Fig. 1: run 1, register map, names as in the netlist
Other sequential cells in the stronger grey, the rest of the logic in the fainter grey.
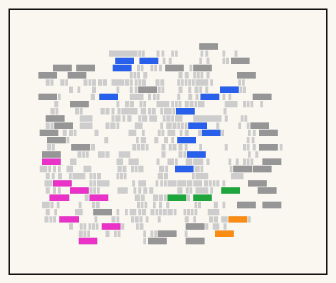
Fig. 2: run 1, I/O nets highlighted
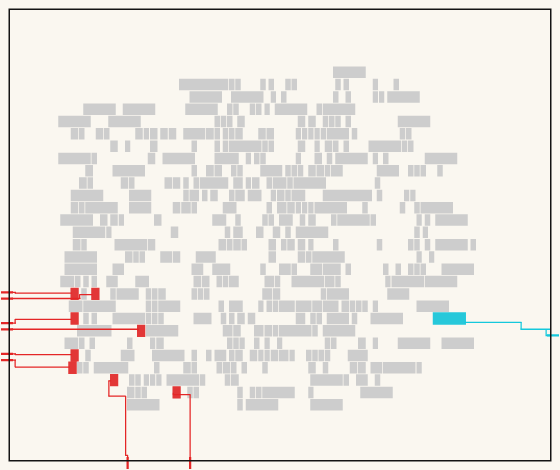
Fig. 3: run 1, cell placement
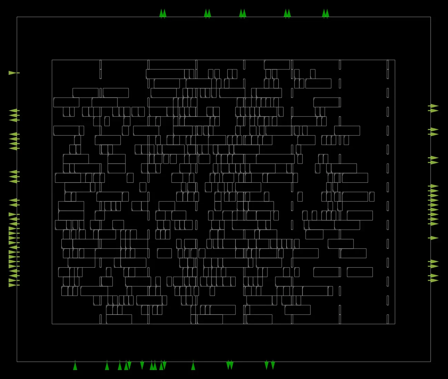
**src/rtl/hb_boot_pkg.sv**
```systemverilog
// Shared types for the boot copy sequencer: FSM state encoding and the
// memory strobe bundle with its per-state constant words.
package hb_boot_pkg;

    typedef enum logic [2:0] {
        IDLE,
        ROM_RD,
        RAM_WR,
        RAM_REL,
        V_ROM,
        V_RAM,
        DONE,
        ERR
    } state_t;

    typedef struct packed {
        logic rom_ce_bar;
        logic rom_oe_bar;
        logic ram_cs_bar;
        logic ram_we_bar;
        logic ram_oe_bar;
        logic ram_drive;
    } strobe_t;

    localparam strobe_t STB_IDLE    = '{1'b1, 1'b1, 1'b1, 1'b1, 1'b1, 1'b0};
    localparam strobe_t STB_ROM_RD  = '{1'b0, 1'b0, 1'b1, 1'b1, 1'b1, 1'b0};
    localparam strobe_t STB_RAM_WR  = '{1'b1, 1'b1, 1'b0, 1'b0, 1'b1, 1'b1};
    localparam strobe_t STB_RAM_REL = '{1'b1, 1'b1, 1'b0, 1'b1, 1'b1, 1'b1};
    localparam strobe_t STB_V_RAM   = '{1'b1, 1'b1, 1'b0, 1'b1, 1'b0, 1'b0};

    // A held ROM read parks the bus with every strobe released.
    function automatic strobe_t strobes_for(input state_t st, input logic held);
        strobe_t s;
        s = STB_IDLE;
        case (st)
            ROM_RD, V_ROM: s = held ? STB_IDLE : STB_ROM_RD;
            RAM_WR:        s = STB_RAM_WR;
            RAM_REL:       s = STB_RAM_REL;
            V_RAM:         s = STB_V_RAM;
            default:       s = STB_IDLE;
        endcase
        return s;
    endfunction

endpackage

```
**src/rtl/boot_byte_cnt.sv**
```systemverilog
// Byte index counter for the copy and verify passes, with a terminal
// compare against LENGTH-1 so the index never has to wrap.
module boot_byte_cnt
    import hb_boot_pkg::*;
#(
    parameter int ADDR_W = 12,
    parameter int LENGTH = 4096
) (
    input  logic              clk,
    input  logic              rst_bar,
    input  logic              clr,
    input  logic              inc,
    output logic [ADDR_W-1:0] idx,
    output logic [ADDR_W-1:0] idx_nxt,
    output logic              last
);

    localparam logic [ADDR_W-1:0] LAST_IDX = ADDR_W'(LENGTH - 1);

    logic [ADDR_W-1:0] idx_q;
    logic [ADDR_W-1:0] idx_d;

    always_comb begin
        idx_d = idx_q;
        if (clr) begin
            idx_d = '0;
        end else if (inc) begin
            idx_d = idx_q + ADDR_W'(1);
        end
    end

    always_ff @(posedge clk) begin
        if (!rst_bar) begin
            idx_q <= '0;
        end else begin
            idx_q <= idx_d;
        end
    end

    assign idx     = idx_q;
    assign idx_nxt = idx_d;
    assign last    = (idx_q == LAST_IDX);

endmodule

```
**src/rtl/boot_copy_ctrl.sv**
```systemverilog
// Boot sequencer: copies the EEPROM image into RAM, verifies it by read-back
// and only then releases the CPU from reset. Every output is a flop.
module boot_copy_ctrl
    import hb_boot_pkg::*;
#(
    parameter int ADDR_W    = 12,
    parameter int LENGTH    = 4096,
    parameter int WE_CYCLES = 1
) (
    input  logic              clk,
    input  logic              rst_bar,
    input  logic              start,
    input  logic              hold,
    output logic [ADDR_W-1:0] rom_addr,
    output logic              rom_ce_bar,
    output logic              rom_oe_bar,
    input  logic [7:0]        rom_data,
    output logic [ADDR_W-1:0] ram_addr,
    output logic              ram_cs_bar,
    output logic              ram_we_bar,
    output logic              ram_oe_bar,
    output logic [7:0]        ram_wdata,
    output logic              ram_drive,
    input  logic [7:0]        ram_rdata,
    output logic              busy,
    output logic              done,
    output logic              err,
    output logic [ADDR_W-1:0] err_addr,
    output logic              cpu_rst_bar
);

    localparam logic [1:0] WE_LAST = 2'(WE_CYCLES - 1);

    state_t            state_q, state_d;
    logic              held_q, held_d;
    logic              start_q, start_d;
    logic [7:0]        data_q, data_d;
    logic [1:0]        we_cnt_q, we_cnt_d;
    strobe_t           strobe_q, strobe_d;
    logic [ADDR_W-1:0] rom_addr_q, rom_addr_d;
    logic [ADDR_W-1:0] ram_addr_q, ram_addr_d;
    logic [ADDR_W-1:0] err_addr_q, err_addr_d;
    logic              busy_q, busy_d;
    logic              done_q, done_d;
    logic              err_q, err_d;
    logic              cpu_rst_bar_q, cpu_rst_bar_d;

    logic              cnt_clr;
    logic              cnt_inc;
    logic [ADDR_W-1:0] idx;
    logic [ADDR_W-1:0] idx_nxt;
    logic              idx_last;

    boot_byte_cnt #(
        .ADDR_W (ADDR_W),
        .LENGTH (LENGTH)
    ) u_cnt (
        .clk     (clk),
        .rst_bar (rst_bar),
        .clr     (cnt_clr),
        .inc     (cnt_inc),
        .idx     (idx),
        .idx_nxt (idx_nxt),
        .last    (idx_last)
    );

    // Outputs are decoded from the next state so the registered strobes
    // line up with the state they belong to.
    always_comb begin
        state_d    = state_q;
        held_d     = held_q;
        start_d    = start;
        data_d     = data_q;
        we_cnt_d   = we_cnt_q;
        err_addr_d = err_addr_q;
        cnt_clr    = 1'b0;
        cnt_inc    = 1'b0;

        case (state_q)
            IDLE, DONE, ERR: begin
                if (start_q) begin
                    state_d    = ROM_RD;
                    held_d     = hold;
                    err_addr_d = '0;
                    cnt_clr    = 1'b1;
                end
            end
            ROM_RD: begin
                if (held_q) begin
                    held_d = hold;
                end else begin
                    data_d   = rom_data;
                    we_cnt_d = 2'd0;
                    state_d  = RAM_WR;
                end
            end
            RAM_WR: begin
                if (we_cnt_q == WE_LAST) begin
                    state_d = RAM_REL;
                end else begin
                    we_cnt_d = we_cnt_q + 2'd1;
                end
            end
            RAM_REL: begin
                held_d = hold;
                if (idx_last) begin
                    cnt_clr = 1'b1;
                    state_d = V_ROM;
                end else begin
                    cnt_inc = 1'b1;
                    state_d = ROM_RD;
                end
            end
            V_ROM: begin
                if (held_q) begin
                    held_d = hold;
                end else begin
                    data_d  = rom_data;
                    state_d = V_RAM;
                end
            end
            V_RAM: begin
                if (ram_rdata != data_q) begin
                    err_addr_d = idx;
                    state_d    = ERR;
                end else if (idx_last) begin
                    state_d = DONE;
                end else begin
                    cnt_inc = 1'b1;
                    held_d  = hold;
                    state_d = V_ROM;
                end
            end
            default: state_d = IDLE;
        endcase

        strobe_d   = strobes_for(state_d, held_d);
        rom_addr_d = rom_addr_q;
        ram_addr_d = ram_addr_q;
        if (state_d == ROM_RD || state_d == V_ROM) begin
            rom_addr_d = idx_nxt;
            ram_addr_d = idx_nxt;
        end
        busy_d        = !(state_d == IDLE || state_d == DONE || state_d == ERR);
        done_d        = (state_d == DONE);
        err_d         = (state_d == ERR);
        cpu_rst_bar_d = (state_d == DONE);
    end

    always_ff @(posedge clk) begin
        if (!rst_bar) begin
            state_q       <= IDLE;
            held_q        <= 1'b0;
            start_q       <= 1'b0;
            data_q        <= 8'h00;
            we_cnt_q      <= 2'd0;
            strobe_q      <= STB_IDLE;
            rom_addr_q    <= '0;
            ram_addr_q    <= '0;
            err_addr_q    <= '0;
            busy_q        <= 1'b0;
            done_q        <= 1'b0;
            err_q         <= 1'b0;
            cpu_rst_bar_q <= 1'b0;
        end else begin
            state_q       <= state_d;
            held_q        <= held_d;
            start_q       <= start_d;
            data_q        <= data_d;
            we_cnt_q      <= we_cnt_d;
            strobe_q      <= strobe_d;
            rom_addr_q    <= rom_addr_d;
            ram_addr_q    <= ram_addr_d;
            err_addr_q    <= err_addr_d;
            busy_q        <= busy_d;
            done_q        <= done_d;
            err_q         <= err_d;
            cpu_rst_bar_q <= cpu_rst_bar_d;
        end
    end

    assign rom_addr    = rom_addr_q;
    assign rom_ce_bar  = strobe_q.rom_ce_bar;
    assign rom_oe_bar  = strobe_q.rom_oe_bar;
    assign ram_addr    = ram_addr_q;
    assign ram_cs_bar  = strobe_q.ram_cs_bar;
    assign ram_we_bar  = strobe_q.ram_we_bar;
    assign ram_oe_bar  = strobe_q.ram_oe_bar;
    assign ram_drive   = strobe_q.ram_drive;
    assign ram_wdata   = data_q;
    assign busy        = busy_q;
    assign done        = done_q;
    assign err         = err_q;
    assign err_addr    = err_addr_q;
    assign cpu_rst_bar = cpu_rst_bar_q;

endmodule

```
**config.mk**
```make
export PLATFORM = sky130hd
export DESIGN_NAME = boot_copy_ctrl
export DESIGN_NICKNAME = d
export VERILOG_FILES = /design/src/rtl/hb_boot_pkg.sv /design/src/rtl/boot_byte_cnt.sv /design/src/rtl/boot_copy_ctrl.sv
export SDC_FILE = /design/constraint.sdc
export NUM_CORES = 1
export LEC_CHECK = 0
export ABC_AREA = 1
export CAP_MARGIN = 10
export CORE_ASPECT_RATIO = 0.8
export CORE_MARGIN = 10
export CORE_UTILIZATION = 37
export CTS_CLUSTER_DIAMETER = 30
export DETAILED_ROUTE_END_ITERATION = 7
export DONT_BUFFER_PORTS = 1
export PLACE_DENSITY_LB_ADDON = 0.12
export REMOVE_ABC_BUFFERS = 1
export SETUP_SLACK_MARGIN = 0.1
export SYNTH_ARGS = -nofsm -noshare
export SYNTH_HDL_FRONTEND = slang
export SYNTH_SLANG_ARGS = --single-unit
```
**constraint.sdc**
```tcl
create_clock -name clk -period 2.45 [get_ports clk]
set_input_delay 0.49 -clock clk [delete_from_list [all_inputs] [get_ports clk]]
set_output_delay 0.49 -clock clk [all_outputs]
set_load 0.02 [all_outputs]
```
==> report_table.html, run 1 <==
<h3>Run summary</h3>
<table>
<tr><th>Metric</th><th>Value</th></tr>
<tr><th colspan="2">Status</th></tr>
<tr><td>Status</td><td>completed</td></tr>
<tr><th colspan="2">Global route</th></tr>
<tr><td>Number of global-route vias before repair</td><td>2250</td></tr>
<tr><td>Total congestion overflow after global routing</td><td>0</td></tr>
<tr><td>Global-route wire length before repair</td><td>11400 um</td></tr>
<tr><th colspan="2">Synth</th></tr>
<tr><td>Gate count of the mapped netlist</td><td>roughly 430</td></tr>
<tr><td>Primary FF master, synth</td><td>dfxtp_1</td></tr>
<tr><td>Share of the yosys chip area belonging to registers</td><td>40.5%</td></tr>
<tr><td>Yosys-reported design area after synthesis</td><td>2920 sq um</td></tr>
<tr><td>Post-synth design cell area</td><td>2920 sq um</td></tr>
<tr><td>Count of instantiated cells in the yosys netlist</td><td>roughly 430</td></tr>
<tr><td>Warnings from Yosys</td><td>0</td></tr>
<tr><td>Synth unique cells</td><td>29</td></tr>
<tr><th colspan="2">Timing</th></tr>
<tr><td>Post-route fraction of the period consumed by the critical path</td><td>about 87%</td></tr>
<tr><td>RSZ-0062 raised after global routing</td><td>no</td></tr>
<tr><td>WHS</td><td>0.227 ns</td></tr>
<tr><td>Final Hold Viols</td><td>0</td></tr>
<tr><td>Max-slew headroom at the worst pin</td><td>68.0%</td></tr>
<tr><th colspan="2">Critical path</th></tr>
<tr><td>Cell with the largest stage delay on the worst path</td><td>dfxtp_1</td></tr>
<tr><td>Startpoint of the lowest-slack register-to-register path</td><td>u_cnt.idx[0]</td></tr>
<tr><td>Worst Setup End Kind</td><td>register</td></tr>
<tr><td>Classification of the worst setup path</td><td>reg -&gt; reg</td></tr>
<tr><td>Slowest stage delay, CP</td><td>between 0.4 and 0.5 ns</td></tr>
<tr><td>Data arrival at the endpoint of the critical path</td><td>2.37 ns</td></tr>
<tr><th colspan="2">CTS</th></tr>
<tr><td>H-tree levels</td><td>3</td></tr>
<tr><td>Root Driver</td><td>clkbuf_8</td></tr>
<tr><td>Clock tree from TritonCTS</td><td>built</td></tr>
<tr><td>Longest Clk Path Bufs</td><td>2</td></tr>
<tr><td>TritonCTS Sinks</td><td>59</td></tr>
<tr><th colspan="2">Run</th></tr>
<tr><td>Stage-log warning count</td><td>25</td></tr>
<tr><th colspan="2">Detailed routing</th></tr>
<tr><td>DRC violation total after the first TritonRoute iteration</td><td>~150</td></tr>
<tr><td>WL/cell</td><td>13.0 um</td></tr>
<tr><td>Antenna Violating Nets Remaining</td><td>0</td></tr>
<tr><th colspan="2">Floorplan</th></tr>
<tr><td>Horizontal die size</td><td>119 um</td></tr>
<tr><th colspan="2">Power and ir drop</th></tr>
<tr><td>Switching Power</td><td>between 0.002 and 0.0025 W</td></tr>
<tr><td>Combinational power share</td><td>37.7%</td></tr>
<tr><td>Clk network pwr share</td><td>approximately 22%</td></tr>
<tr><td>Power density over cell area</td><td>1430 nW/um^2</td></tr>
<tr><td>Design internal power</td><td>0.00245 W</td></tr>
<tr><td>Pwr Total</td><td>around 0.0045 W</td></tr>
<tr><th colspan="2">Worst hold path</th></tr>
<tr><td>Class of the tightest hold or removal check</td><td>in -&gt; reg</td></tr>
<tr><th colspan="2">Final layout</th></tr>
<tr><td>Area overhead of the layout relative to synthesis</td><td>8.79%</td></tr>
<tr><th colspan="2">Placed design</th></tr>
<tr><td>Pre-CTS setup slack</td><td>between 0.3 and 0.4 ns</td></tr>
<tr><td>Routability cong.</td><td>0.824</td></tr>
</table>
Back to the opening pictures, Fig. 1:
signal	colour	flops
`ram_wdata`	magenta	8
`state_q`	green	3
`u_cnt.idx`	blue	12
`we_cnt_q`	orange	2
not coloured	34

Back to the opening pictures, Fig. 2:
port	colour	direction	end cells	buffers	wire
`rom_data`	red	input	8	0	141 um
`cpu_rst_bar`	cyan	output	1	0	22.2 um
io pins: 74
IO Port Bufs: 0

Back to the opening pictures, Fig. 3:
utilization after layout: 42.2%
# Taps: 105
core box area: 7530 sq um
number of flip-flops and latches: 59
Core Rows: 28

## run 1: worst min-delay path by stage
stage | endpoint | start | cells past startpoint
floorplan | we_cnt_q[1] | we_cnt_q[1] | 2
global placement | we_cnt_q[1] | we_cnt_q[1] | 2
detailed placement | we_cnt_q[1] | we_cnt_q[1] | 2
CTS | ram_we_bar | rst_bar | 1
global route | ram_we_bar | rst_bar | 1
finish | ram_we_bar | rst_bar | 1
## run 1: what timing repair did
| item | 4_1_cts | 5_1_grt |
|---|---|---|
| resized | 0 | 4 |
| setup buffers | 0 | 0 |
| setup endpoints to repair | 0 | 12 |
| hold endpoints to repair | 0 | 0 |
## run 1: layout by cell type, fill, tap and decap left out, types with 7 or more instances in the layout
cell	n
nand2_1	107
dfxtp_1	57
inv_1	71
xnor2_1	9
a21oi_1	20
nor2_2	7
o21ai_0	23
nor2_1	40
nand3_1	30
clkbuf_8	11
## run 1: power by group through the flow
stage / combinational [W] / sequential (W) / clock, W
2_1_floorplan: 0.00130 / 0.00177 / 0
3_3_place_gp: 0.00167 / 0.00184 / 0
3_5_place_dp: 0.00170 / 0.00184 / 0
4_1_cts: 0.00172 / 0.00182 / 0.00104
5_1_grt: 0.00203 / 0.00187 / 0.00108
6_report: 0.00171 / 0.00181 / 0.00101
## run 1: final cells by class
class                      instances  area, sq um
multi-input combinational        267         1290
inverter                          78          293
fill                             799         4360
tap                              105          131
sequential                        59         1180
timing repair buffer               6         45.0
clock buffer                      12          155
clock inverter                     4         72.6
## run 1: cell families after synthesis
family / after synthesis / share of synthesized area (%)
compound gates: 48 / 8.62
xor+xnor: 11 / 3.30
fa+ha+maj: 2 / 0.857
buf+inv: 102 / 15.4
flops: 59 / 40.5
simple gates: 206 / 31.3
## run 1: synth_stat cells, drive strengths merged (4+ instances only)
cell type  count  area [sq um]
nand2        114           450
inv           77           289
dfxtp         59          1180
nor2          48           205
nand3         33           188
o21ai         25           129
a21oi         20           100
buf           17           131
xnor2          9          78.8
clkbuf         7          26.3
nor3           7          40.0
nand4          4          31.3
## run 1: sequential cells by signal, indices dropped and copies added, names as in the netlist
| signal | cells |
|---|---|
| err_addr | 12 |
| ram_addr | 12 |
| u_cnt.idx | 12 |
| ram_wdata | 8 |
| state_q | 3 |
| we_cnt_q | 2 |
| busy | 1 |
| cpu_rst_bar | 1 |
| err | 1 |
| held_q | 1 |
| ram_cs_bar | 1 |
| ram_drive | 1 |
| ram_oe_bar | 1 |
| ram_we_bar | 1 |
| rom_ce_bar | 1 |
| start_q | 1 |
## run 1: worst reg2reg max path: stages, from the launching register on
cell	delay [ns]
dfxtp_1	0.41
ha_2	0.25
nand2_1	0.07
nor2_2	0.17
nand3_4	0.13
nand2_4	0.12
inv_2	0.04
nor2_2	0.10
nand2_2	0.08
nand2_2	0.08
nand2_2	0.07
nand3_2	0.13
buf_4	0.20
nand2_1	0.08
nand2_1	0.06
inv_1	0.04
## run 1: routing by layer
metal	vias to the layer above	wire length, um	track usage [%]
li1	1279	-	-
met1	1031	3710	16.5
met2	77	2390	14.4
met3	6	737	6.50
met4	0	50	4.07
met5	-	0	0
==> inputs of run 2 (changes only) <==
--- a/config.mk
+++ b/config.mk
@@ -6,11 +6,11 @@
 export NUM_CORES = 1
 export LEC_CHECK = 0
 export ABC_AREA = 1
-export CAP_MARGIN = 10
 export CORE_ASPECT_RATIO = 0.8
 export CORE_MARGIN = 10
 export CORE_UTILIZATION = 37
 export CTS_CLUSTER_DIAMETER = 30
+export CTS_CLUSTER_SIZE = 30
 export DETAILED_ROUTE_END_ITERATION = 7
 export DONT_BUFFER_PORTS = 1
 export PLACE_DENSITY_LB_ADDON = 0.12
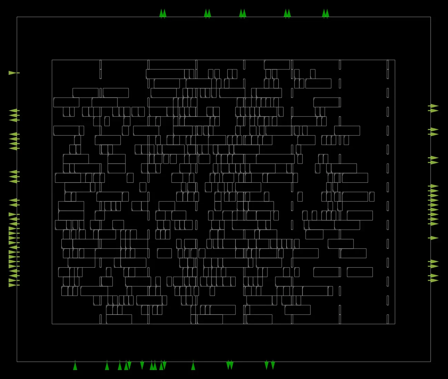
Fig. 4. Cell placement (run 2).
sequential fraction of total cell area: 37.3%
fill cell total of the finished layout: 799

==> run 2 against run 1 <==
Register-to-register slack barely moved. Via count unchanged. Flip-flop count stayed put. Critical path depth did not move. Clock power is essentially flat. Clock skew did not move. Wire length is the same. Setup slack is the same.
==> report_table.html, run 2 <==
<h3>Run summary</h3>
<table>
<tr><th>Metric</th><th>Value</th></tr>
<tr><th colspan="2">Synth</th></tr>
<tr><td>Gate count of the mapped netlist</td><td>428</td></tr>
<tr><td>Share of the yosys chip area belonging to registers</td><td>approximately two fifths</td></tr>
<tr><td>Proportion of register bits with asynchronous set or reset after synthesis</td><td>0%</td></tr>
<tr><td>Primary FF master, synth</td><td>dfxtp_1</td></tr>
<tr><td>Yosys-reported design area after synthesis</td><td>2920 sq um</td></tr>
<tr><td>Most popular library cell in the synthesized design by count</td><td>nand2_1</td></tr>
<tr><td>Library cell occupying the most area in the post-synthesis netlist</td><td>dfxtp_1</td></tr>
<tr><td>Count of instantiated cells in the yosys netlist</td><td>428</td></tr>
<tr><td>Warnings from Yosys</td><td>0</td></tr>
<tr><td>Synthesized area per cell</td><td>6.82 sq um</td></tr>
<tr><td>Post-synth top cells</td><td>nand2_1, inv_1, dfxtp_1, nor2_1, nand3_1</td></tr>
<tr><td>Synth unique cells</td><td>29</td></tr>
<tr><td>Fraction of post-synthesis cell area in the top cell type by area</td><td>40.5%</td></tr>
<tr><td>Post-synth design cell area</td><td>approximately 2900 sq um</td></tr>
<tr><td>Synth area leaders</td><td>dfxtp_1, nand2_1, inv_1</td></tr>
<tr><td>Post-synth EDFFs</td><td>0</td></tr>
<tr><td>Flops after synth</td><td>roughly 59</td></tr>
<tr><th colspan="2">Critical path</th></tr>
<tr><td>Startpoint of the lowest-slack register-to-register path</td><td>u_cnt.idx[0]</td></tr>
<tr><td>Classification of the worst setup path</td><td>reg -&gt; reg</td></tr>
<tr><td>Endpoint of the worst register-to-register path</td><td>ram_addr[1]</td></tr>
<tr><td>Element type at the critical path start</td><td>register</td></tr>
<tr><td>Maximum fanout encountered on the critical timing path</td><td>12</td></tr>
<tr><td>Data arrival at the endpoint of the critical path</td><td>2.37 ns</td></tr>
<tr><td>Worst reg2reg setup slack</td><td>about 0.31 ns</td></tr>
<tr><td>CP Data Required Time</td><td>2.68 ns</td></tr>
<tr><td>Worst Setup End Kind</td><td>register</td></tr>
<tr><th colspan="2">Final layout</th></tr>
<tr><td>Layout cells sized above 1</td><td>12.0%</td></tr>
<tr><td>Most frequent cells in the layout</td><td>nand2_1, inv_1, dfxtp_1</td></tr>
<tr><td>Antenna diode instance count</td><td>0</td></tr>
<tr><td>Most common cell after layout, fill and taps aside</td><td>nand2_1</td></tr>
<tr><td>Layout Nets</td><td>443</td></tr>
<tr><td>Area overhead of the layout relative to synthesis</td><td>8.79%</td></tr>
<tr><td>Final design instance area without fill</td><td>3180 sq um</td></tr>
<tr><th colspan="2">CTS</th></tr>
<tr><td>H-tree levels</td><td>3</td></tr>
<tr><td>TritonCTS Sinks</td><td>59</td></tr>
<tr><td>Number of hold buffers added after cts</td><td>0</td></tr>
<tr><td>Post-CTS clock slew at the launch and capture registers of the worst setup and hold paths</td><td>0.07 ns</td></tr>
<tr><td>Longest Clk Path Bufs</td><td>2</td></tr>
<tr><td>Worst-Skew Late Latency</td><td>0.34 ns</td></tr>
<tr><td>Clock tree from TritonCTS</td><td>built</td></tr>
<tr><td>Number of resized instances in the post-cts repair step</td><td>0</td></tr>
<tr><td>Post-CTS repair timing setup buffer count</td><td>0</td></tr>
<tr><td>Number of buffers created by CTS</td><td>9</td></tr>
<tr><td>Root Driver</td><td>clkbuf_8</td></tr>
<tr><th colspan="2">Worst hold path</th></tr>
<tr><td>Hold Crit Endpoint</td><td>ram_we_bar</td></tr>
<tr><td>Hold-critical path depth</td><td>1</td></tr>
<tr><td>Class of the tightest hold or removal check</td><td>in -&gt; reg</td></tr>
<tr><td>Worst Min Path Start</td><td>rst_bar</td></tr>
<tr><th colspan="2">Timing</th></tr>
<tr><td>RSZ-0062 raised after global routing</td><td>no</td></tr>
<tr><td>Final Hold Viols</td><td>0</td></tr>
<tr><td>Worst setup skew after layout</td><td>0.00967 ns</td></tr>
<tr><td>Post-route fraction of the period consumed by the critical path</td><td>between 80% and 90%</td></tr>
<tr><td>Final Critical Period</td><td>2.14 ns</td></tr>
<tr><td>Worst slew pin tran</td><td>0.477 ns</td></tr>
<tr><td>Max-slew headroom at the worst pin</td><td>68.0%</td></tr>
<tr><td>Number of pins with negative max-slew slack in the final report</td><td>0</td></tr>
<tr><td>Endpoints failing setup</td><td>0</td></tr>
<tr><th colspan="2">Global route</th></tr>
<tr><td>Gr usage total</td><td>11.8%</td></tr>
<tr><td>Initial antenna violation count</td><td>0</td></tr>
<tr><td>Total congestion overflow after global routing</td><td>0</td></tr>
<tr><td>Number of global-route vias before repair</td><td>between 2k and 2.5k</td></tr>
<tr><td>Global-route wire length before repair</td><td>11400 um</td></tr>
<tr><td>Pin count of the biggest net entering global routing</td><td>34</td></tr>
<tr><th colspan="2">Placed design</th></tr>
<tr><td>IO Port Bufs</td><td>0</td></tr>
<tr><td>Routability cong.</td><td>0.824</td></tr>
<tr><td>Detailed placer's ending HPWL</td><td>roughly 5200 um</td></tr>
<tr><td>Cell area after placement</td><td>slightly below 3000 sq um</td></tr>
<tr><th colspan="2">Detailed routing</th></tr>
<tr><td>DRC violations left</td><td>0</td></tr>
<tr><td>DR vias</td><td>2393</td></tr>
<tr><td>Via-per-instance ratio</td><td>4.51</td></tr>
<tr><td>Drt pass-1 iters</td><td>4</td></tr>
<tr><td>WL/cell</td><td>13.0 um</td></tr>
<tr><td>Wirelength, routed</td><td>between 6000 and 7000 um</td></tr>
<tr><td>DRC violation total after the first TritonRoute iteration</td><td>145</td></tr>
<tr><td>Antenna Violating Nets Remaining</td><td>0</td></tr>
<tr><th colspan="2">Floorplan</th></tr>
<tr><td>Core box area</td><td>7530 sq um</td></tr>
<tr><td>Horizontal die size</td><td>119 um</td></tr>
<tr><td>Io pins</td><td>about 74</td></tr>
<tr><td>Starting density of the core</td><td>38.8%</td></tr>
<tr><td>Core Rows</td><td>28</td></tr>
<tr><td>Floorplan die area</td><td>11900 sq um</td></tr>
<tr><td>Vertical die size</td><td>99.4 um</td></tr>
<tr><th colspan="2">Run</th></tr>
<tr><td>Stage-log warning count</td><td>25</td></tr>
<tr><td>Max capacitance violation total</td><td>0</td></tr>
<tr><th colspan="2">Status</th></tr>
<tr><td>Status</td><td>completed</td></tr>
<tr><th colspan="2">Power and ir drop</th></tr>
<tr><td>Power density over cell area</td><td>1430 nW/um^2</td></tr>
<tr><td>Leakage Power</td><td>1.63 nW</td></tr>
<tr><td>Worst IR drop on VDD</td><td>586 uV</td></tr>
</table>
run 2: cell counts after synthesis:
No cell type changed its count.
run 2: metrics by stage:
step           power [W]  hold WS, ns  utilization [%]  cells  worst slack [ns]
2_1_floorplan    0.00307        0.440                -    404             0.392
3_3_place_gp     0.00351        0.464             39.0    515             0.383
3_5_place_dp     0.00354        0.469             39.0    515             0.315
4_1_cts          0.00457        0.212             42.0    531             0.292
5_1_grt          0.00498        0.214             42.2    531             0.111
6_report         0.00453        0.227             42.2    531             0.313
run 2: logic make-up after synthesis:
| kind of cell | synth area share, % |
|---|---|
| adder cells (fa/ha/maj) | 0.857 |
| buffers and inverters | 15.4 |
| AND-OR/OR-AND | 8.62 |
| AND/OR/NAND/NOR | 31.3 |
| flip-flops | 40.5 |
| XOR/XNOR | 3.30 |
run 2: power breakdown:
group          internal, W  switching [W]  total, W
Combinational     0.000575        0.00113   0.00171
Clock             0.000627       0.000380   0.00101
Sequential         0.00125       0.000559   0.00181
Total              0.00245        0.00207   0.00453
run 2: final cells by class:
cell class	instances	area, sq um
Clock buffer	12	155
Clock inverter	4	72.6
Fill cell	799	4360
Inverter	78	293
Multi-Input combinational cell	267	1290
Sequential cell	59	1180
Tap cell	105	131
Timing Repair Buffer	6	45.0
run 2: critical path, cell delays in order, from the launching register on:
cell and delay, ns:
dfxtp_1 0.41, ha_2 0.25, nand2_1 0.07, nor2_2 0.17
nand3_4 0.13, nand2_4 0.12, inv_2 0.04, nor2_2 0.10
nand2_2 0.07, nand2_2 0.08, nand2_2 0.06, nand3_2 0.13
buf_4 0.20, nand2_1 0.07, nand2_1 0.06, inv_1 0.04
run 2: worst max path at each step:
stage	startpoint	to	slack, ns
after floorplan	ram_rdata[0]	err_addr[0]	0.39
after global placement	ram_wdata[6]	ram_addr[2]	0.38
after detailed placement	u_cnt.idx[0]	ram_addr[1]	0.31
after CTS	u_cnt.idx[0]	ram_addr[1]	0.29
after global routing	u_cnt.idx[0]	ram_addr[11]	0.11
final	u_cnt.idx[0]	ram_addr[1]	0.31
run 2: layer usage:
metal  track usage [%]  routed length, um
met4              4.07                 50
met2              14.4               2390
met3              6.50                737
met5                 0                  0
met1              16.5               3710
==> inputs of run 3 (changes only) <==
--- a/config.mk
+++ b/config.mk
@@ -8,11 +8,11 @@
 export ABC_AREA = 1
 export CORE_ASPECT_RATIO = 0.8
 export CORE_MARGIN = 10
-export CORE_UTILIZATION = 37
-export CTS_CLUSTER_DIAMETER = 30
+export CORE_UTILIZATION = 56
 export CTS_CLUSTER_SIZE = 30
 export DETAILED_ROUTE_END_ITERATION = 7
 export DONT_BUFFER_PORTS = 1
+export GPL_ROUTABILITY_DRIVEN = 0
 export PLACE_DENSITY_LB_ADDON = 0.12
 export REMOVE_ABC_BUFFERS = 1
 export SETUP_SLACK_MARGIN = 0.1
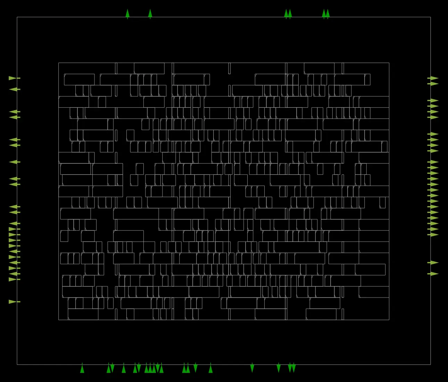
Fig. 5. Cell placement (run 3).
number of non-filler instances in the completed layout: 490
sequential fraction of total cell area: 37.8%
utilization after layout: 62.1%
core box area: 5040 sq um

==> run 3 against run 2 <==
Worst hold slack got worse by 0.0051 ns. Global-route usage rose by 3.9 points. Via count rose by 0.96%. Largest power group is now combinational cells. Highest routed layer unchanged. Area after synthesis did not move. Clock power barely moved. Final area fell by 1.6%. Die size down 28%. Sequential power fell by 3%. First-iteration DRC count rose by 7.6%. Power down 0.73%. Wire length is 8.1% lower. Count of clock-buffer cells in the layout down 1.
==> report_table.html, run 3 <==
<h3>Run summary</h3>
<table>
<tr><th>Metric</th><th>Value</th></tr>
<tr><th colspan="2">Synth</th></tr>
<tr><td>Gate count of the mapped netlist</td><td>428</td></tr>
<tr><td>Warnings from Yosys</td><td>0</td></tr>
<tr><td>Share of the yosys chip area belonging to registers</td><td>40.5%</td></tr>
<tr><td>Post-synth design cell area</td><td>between 2000 and 3000 sq um</td></tr>
<tr><th colspan="2">Run</th></tr>
<tr><td>Max capacitance violation total</td><td>0</td></tr>
<tr><td>Stage-log warning count</td><td>25</td></tr>
<tr><th colspan="2">Global route</th></tr>
<tr><td>Most heavily used metal layer in global routing</td><td>met1</td></tr>
<tr><td>M1 GR Usage</td><td>21.0%</td></tr>
<tr><td>Number of global-route vias before repair</td><td>around 2.3k</td></tr>
<tr><td>Global-route wire length before repair</td><td>10900 um</td></tr>
<tr><th colspan="2">Detailed routing</th></tr>
<tr><td>Antenna Violating Nets Remaining</td><td>0</td></tr>
<tr><td>DRC violations left</td><td>0</td></tr>
<tr><td>DR vias</td><td>between 2k and 2.5k</td></tr>
<tr><td>DRC violation total after the first TritonRoute iteration</td><td>156</td></tr>
<tr><td>Drt pass-1 iters</td><td>4</td></tr>
<tr><th colspan="2">Worst hold path</th></tr>
<tr><td>Class of the tightest hold or removal check</td><td>in -&gt; reg</td></tr>
<tr><th colspan="2">CTS</th></tr>
<tr><td>Root Driver</td><td>clkbuf_8</td></tr>
<tr><td>TritonCTS Sinks</td><td>around 59</td></tr>
<tr><td>Number of hold buffers added after cts</td><td>0</td></tr>
<tr><td>Post-CTS repair timing setup buffer count</td><td>0</td></tr>
<tr><td>Worst-Skew Late Latency</td><td>0.35 ns</td></tr>
<tr><th colspan="2">Placed design</th></tr>
<tr><td>Placed cell count</td><td>475</td></tr>
<tr><td>IO Port Bufs</td><td>0</td></tr>
<tr><th colspan="2">Final layout</th></tr>
<tr><td>Logic area</td><td>1290 sq um</td></tr>
<tr><td>Final design instance area without fill</td><td>roughly 3100 sq um</td></tr>
<tr><td>Most common cell after layout, fill and taps aside</td><td>nand2_1</td></tr>
<tr><th colspan="2">Timing</th></tr>
<tr><td>Number of pins with negative max-slew slack in the final report</td><td>0</td></tr>
<tr><td>RSZ-0062 raised after global routing</td><td>no</td></tr>
<tr><td>Final Hold Viols</td><td>0</td></tr>
<tr><td>Endpoints failing setup</td><td>0</td></tr>
<tr><td>Final Critical Period</td><td>2.10 ns</td></tr>
<tr><th colspan="2">Floorplan</th></tr>
<tr><td>Floorplan die area</td><td>8520 sq um</td></tr>
<tr><td>Starting density of the core</td><td>58.0%</td></tr>
<tr><td>Io pins</td><td>74</td></tr>
<tr><th colspan="2">Status</th></tr>
<tr><td>Status</td><td>completed</td></tr>
<tr><th colspan="2">Critical path</th></tr>
<tr><td>Worst reg2reg setup slack</td><td>roughly 0.35 ns</td></tr>
</table>
-- run 3: cell counts after synthesis --
Identical to the previous run, type by type.
-- run 3: worst max-delay path: stages (launching register included) --
cell     delay (ns)
dfxtp_1        0.41
ha_2           0.25
nand2_1        0.07
nor2_2         0.17
nand3_4        0.14
nand2_4        0.13
inv_2          0.04
nor2_2         0.11
nand2_2        0.07
nand2_2        0.09
nand2_2        0.06
nand3_2        0.11
buf_4          0.19
nand2_1        0.07
nand2_1        0.06
inv_1          0.03
-- run 3: layer usage --
metal  share of wire (%)  routed length (um)
met2                  38                2400
met1                  48                3020
met4                 1.4                  89
met3                  13                 819
met5                   0                   0
-- run 3: cells by family (layout without fill, tap and decap cells) --
family	after synthesis	after routing	synth area share, %
AOI/OAI and AO/OA	48	48	8.62
DFF	59	59	40.5
and+or+nand+nor	206	206	31.3
buffers and inverters	102	102	15.4
xor gates and xnor gates	11	11	3.30
adders and majority gates	2	2	0.857
-- run 3: final cells by class --
cell class | instances | share of cell area (%)
clock buffer | 11 | 4.52
sequential | 59 | 37.8
clock inverter | 4 | 2.40
multi-input combinational | 267 | 41.3
tap | 62 | 2.48
inverter | 78 | 9.37
timing repair buffer | 9 | 2.16
-- run 3: power by group --
part / switching [W] / leakage [nW] / internal, W
clock network: 0.000382 / 0.102 / 0.000595
logic: 0.00116 / 1.05 / 0.000599
registers: 0.000507 / 0.483 / 0.00125
total: 0.00205 / 1.63 / 0.00244
-- run 3: worst max-delay path by stage --
stage	startpoint	depth (start not counted)	slack (ns)	endpoint
2_1_floorplan	ram_rdata[0]	8	0.39	err_addr[0]
3_3_place_gp	u_cnt.idx[0]	15	0.36	ram_addr[5]
3_5_place_dp	u_cnt.idx[0]	15	0.33	ram_addr[1]
4_1_cts	u_cnt.idx[0]	15	0.32	ram_addr[11]
5_1_grt	u_cnt.idx[0]	15	0.13	ram_addr[9]
6_report	u_cnt.idx[0]	15	0.35	ram_addr[11]
-- run 3: through the flow --
stage | utilization, % | power (W)
after floorplan | - | 0.00307
after global placement | 57.7 | 0.00349
after detailed placement | 57.7 | 0.00353
after CTS | 62.0 | 0.00453
after global routing | 62.1 | 0.00495
final | 62.1 | 0.00449
Power and IR drop assume default switching activity.
